io_placement.png
Drawn at 6 px/um. Pins as bars across the die edge, other pins in grey.
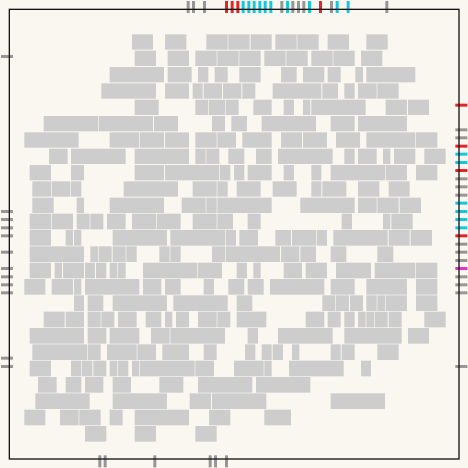
sizes.png
Drawn at 6 px/um.
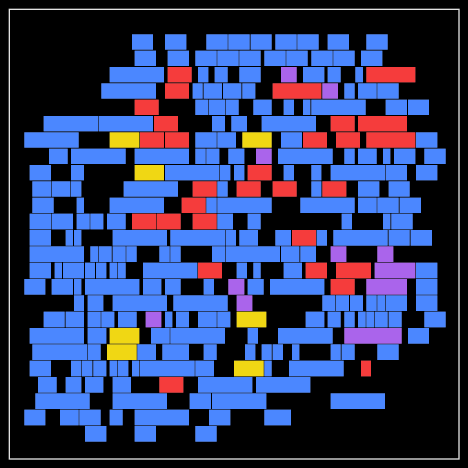
io_fan.png
Drawn at 4 px/um.
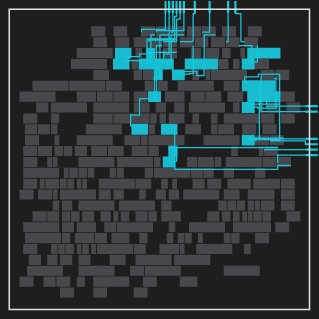
--- config.mk ---
export PLATFORM = sky130hd
export DESIGN_NAME = alu_operand_fwd
export DESIGN_NICKNAME = d
export VERILOG_FILES = /design/src/rtl/alu_operand_fwd.sv
export SDC_FILE = /design/constraint.sdc
export NUM_CORES = 1
export LEC_CHECK = 0
export ABC_AREA = 0
export CORE_MARGIN = 2
export CORE_UTILIZATION = 45
export DETAILED_ROUTE_END_ITERATION = 7
export PLACE_DENSITY = 0.76
export SYNTH_ARGS = -nofsm -noshare
export SYNTH_HDL_FRONTEND = slang
export SYNTH_SLANG_ARGS = --single-unit
--- constraint.sdc ---
create_clock -name clk -period 3.2 [get_ports clk]
set_input_delay 0.64 -clock clk [delete_from_list [all_inputs] [get_ports clk]]
set_output_delay 0.64 -clock clk [all_outputs]
set_load 0.02 [all_outputs]
--- src/rtl/alu_operand_fwd.sv ---
// Registered ALU operand-2 select stage: register value, forwarded result or
// extended immediate. Waits a bounded time for a late forward, then falls back.
module alu_operand_fwd #(
  parameter int unsigned DATA_W   = 8,
  parameter int unsigned IMM_W    = 4,
  parameter int unsigned NUM_FWD  = 2,
  parameter int unsigned SEL_W    = 2,
  parameter int unsigned WAIT_MAX = 3
) (
  input  logic                      clk,
  input  logic                      rst_n,
  input  logic                      in_valid,
  output logic                      in_ready,
  input  logic [DATA_W-1:0]         reg_val,
  input  logic [IMM_W-1:0]          imm,
  input  logic                      imm_sext,
  input  logic [SEL_W-1:0]          sel,
  input  logic [NUM_FWD*DATA_W-1:0] fwd_data,
  input  logic [NUM_FWD-1:0]        fwd_rdy,
  output logic [DATA_W-1:0]         operand,
  output logic                      out_valid,
  input  logic                      out_ready,
  output logic                      stall,
  output logic [15:0]               miss_cnt
);

  localparam int unsigned CNT_W = (WAIT_MAX > 1) ? $clog2(WAIT_MAX) : 1;

  typedef enum logic [1:0] {
    ST_EMPTY = 2'd0,
    ST_WAIT  = 2'd1,
    ST_FULL  = 2'd2
  } state_t;

  state_t             state;
  logic [SEL_W-1:0]   lat_sel;
  logic [DATA_W-1:0]  lat_reg;
  logic [CNT_W-1:0]   wait_cnt;

  logic               accept;
  logic               sel_is_imm;
  logic [DATA_W-1:0]  imm_ext;
  logic [DATA_W-1:0]  live_data;
  logic               live_rdy;
  logic [DATA_W-1:0]  lat_data;
  logic               lat_rdy;

  assign in_ready   = (state == ST_EMPTY) || ((state == ST_FULL) && out_ready);
  assign accept     = in_valid && in_ready;
  assign sel_is_imm = (sel > SEL_W'(NUM_FWD));

  // Immediate extension: upper bits are filled with the sign bit only when requested.
  always_comb begin
    imm_ext = DATA_W'(imm);
    if (imm_sext && imm[IMM_W-1]) begin
      imm_ext = imm_ext | ~DATA_W'({IMM_W{1'b1}});
    end
  end

  // Forward source lookup for the incoming selector and for the latched one.
  always_comb begin
    live_data = '0;
    live_rdy  = 1'b0;
    lat_data  = '0;
    lat_rdy   = 1'b0;
    for (int unsigned k = 0; k < NUM_FWD; k++) begin
      if (sel == SEL_W'(k + 1)) begin
        live_data = fwd_data[k*DATA_W +: DATA_W];
        live_rdy  = fwd_rdy[k];
      end
      if (lat_sel == SEL_W'(k + 1)) begin
        lat_data = fwd_data[k*DATA_W +: DATA_W];
        lat_rdy  = fwd_rdy[k];
      end
    end
  end

  always_ff @(posedge clk or negedge rst_n) begin
    if (!rst_n) begin
      state     <= ST_EMPTY;
      operand   <= '0;
      out_valid <= 1'b0;
      stall     <= 1'b0;
      miss_cnt  <= '0;
      lat_sel   <= '0;
      lat_reg   <= '0;
      wait_cnt  <= '0;
    end else begin
      case (state)
        ST_EMPTY, ST_FULL: begin
          if (accept) begin
            if (sel == '0) begin
              operand   <= reg_val;
              out_valid <= 1'b1;
              state     <= ST_FULL;
            end else if (sel_is_imm) begin
              operand   <= imm_ext;
              out_valid <= 1'b1;
              state     <= ST_FULL;
            end else if (live_rdy) begin
              operand   <= live_data;
              out_valid <= 1'b1;
              state     <= ST_FULL;
            end else begin
              lat_sel   <= sel;
              lat_reg   <= reg_val;
              wait_cnt  <= '0;
              out_valid <= 1'b0;
              stall     <= 1'b1;
              state     <= ST_WAIT;
            end
          end else if ((state == ST_FULL) && out_ready) begin
            out_valid <= 1'b0;
            state     <= ST_EMPTY;
          end
        end
        ST_WAIT: begin
          if (lat_rdy) begin
            operand   <= lat_data;
            out_valid <= 1'b1;
            stall     <= 1'b0;
            state     <= ST_FULL;
          end else if (wait_cnt == CNT_W'(WAIT_MAX - 1)) begin
            // Timeout: fall back to the register value captured at accept.
            operand   <= lat_reg;
            out_valid <= 1'b1;
            stall     <= 1'b0;
            state     <= ST_FULL;
            if (miss_cnt != 16'hFFFF) begin
              miss_cnt <= miss_cnt + 16'd1;
            end
          end else begin
            wait_cnt <= wait_cnt + CNT_W'(1);
          end
        end
        default: begin
          state     <= ST_EMPTY;
          out_valid <= 1'b0;
          stall     <= 1'b0;
        end
      endcase
    end
  end

endmodule

==> out/results.tsv <==
stage	metric	value	unit
clock_tree	postcts setup bufs	0	
placed_design	final HPWL from detailed placement	4240	um
worst_setup_path	crit end category	output pin	
clock_tree	CTS Hold Bufs	0	
worst_setup_path	Req. time, crit path	2.56	ns
power_and_ir_drop	Clk pwr share	21.0	%
placed_design	Setup Slack @ Placement	0.598	ns
detailed_routing	routed length on met2	2790	um
layout	Plain + repair buffers	70	
synth	top cells by area	dfrtp_1 43%, mux2_2 11%, xor2_1 5.1%	
timing	FMAX	398	MHz
worst_setup_path	worst reg2reg setup slack	1.20	ns
layout	non-filler instance count after layout	340	
worst_setup_path	critical-path cell list	clkdlybuf4s50_1, nor2b_1, nor2_1, clkdlybuf4s50_1	
power_and_ir_drop	sw power	0.000575	W
layout	Fill cells	413	
worst_setup_path	reg2reg path depth	6	
power_and_ir_drop	cell-internal power	0.00117	W
synth	post-synth top area cell	dfrtp_1	
global_routing	initial antenna violation count	0	
synth	Cell Area, Synth	2250	sq um
worst_setup_path	startpoint class of the critical path	input port	
synth	top post-synthesis cells by count	39 x dfrtp_1, 22 x mux2_2, 13 x nor3_1, 13 x xor2_1	
hold_path	worst min path class	input port to async pin	
power_and_ir_drop	power per cell area	573	nW/um^2
worst_setup_path	Setup crit end	in_ready	
detailed_routing	DRT met1 WL	2560	um
clock_tree	Insertion Delay late pin	0.29	ns
timing	worst slew pin tran	0.860	ns
layout	Reg area	976	sq um
status	status	finished, final reports clean	
timing	fin crit period	2.51	ns
global_routing	GRT Util Overall	21.4	%
layout	final net count	311	
layout	layout cells sized above 1	17.2	%
floorplan	I/O pin count	64	
synth	Synth async-reset ratio	100	%
detailed_routing	Avg WL per Cell	16.9	um
timing	Final WS setup	0.687	ns
floorplan	floorplan utilization	47.0	%
global_routing	first-pass GRT wire length	9050	um
worst_setup_path	worst setup path start	out_ready	
layout	max FFs per register	16	
power_and_ir_drop	Top pwr grp	sequential cells	
layout	Non-clk invs	4	
clock_tree	H-tree depth	2	
layout	non-clk buf share	22.2	%
synth	Synth logic family	simple AND/OR/NAND/NOR gates	
run	max-cap viol count	0	
layout	Biggest Area Class	logic gates	
layout	Comb/total area	39.2	%
synth	top-count cell post-synth	dfrtp_1	
detailed_routing	detailed-route vias per instance	5.61	
layout	ANT cells	0	
layout	Top Layout Cells	62 x clkdlybuf4s50_1, 39 x dfrtp_1, 22 x mux2_2	
worst_setup_path	cell family with most CP delay	buffers and inverters	
global_routing	largest net degree at the start of global routing	40	
synth	Synth Seq Share	43.4	%
layout	flop share of the area	32.0	%
layout	Clock buffer cells	7	
power_and_ir_drop	Logic power comb	0.000663	W
synth	post-synthesis xor/xnor area fraction	5.45	%
worst_setup_path	slowest stage cell, crit path	clkdlybuf4s50_1	
timing	pins over their slew limit	0	
timing	Worst Skew	0.00551	ns
clock_tree	root buffer cell	clkbuf_8	
placed_design	gpl congestion	0.809	
floorplan	Rows	25	
layout	Clock-cell share	3.40	%
power_and_ir_drop	clock-net power	0.000368	W
floorplan	Chip Area	5580	sq um
worst_setup_path	RR Endpoint	miss_cnt[13]$_DFFE_PN0P_	
clock_tree	Inserted Clock Buffers	5	
timing	Slew Limit Headroom	42.7	%
synth	syn_nets	245	
placed_design	Placed Instances	332	
Notes on io_placement.png above:
cyan -> fwd_data  # pins 16, direction input, edge 10 north, 6 east
red -> reg_val  # pins 8, direction input, edge 4 north, 4 east
magenta -> in_ready  # pins 1, direction output, edge east
all pins by edge = 23 north, 23 east, 12 west, 6 south

Notes on sizes.png above:
purple -> _3 and _4 cells  # cells 11, share 4.0%
red -> _2 cells  # cells 29, share 11%
yellow -> _6 and larger  # cells 7, share 2.6%
blue -> _0 and _1 cells  # cells 226, share 83%

Notes on io_fan.png above:
cyan -> fwd_data  # bits 16, direction input, edge 10 north, 6 east, end cells 20, wire 495 um

Power is estimated from default activity; no workload was simulated.
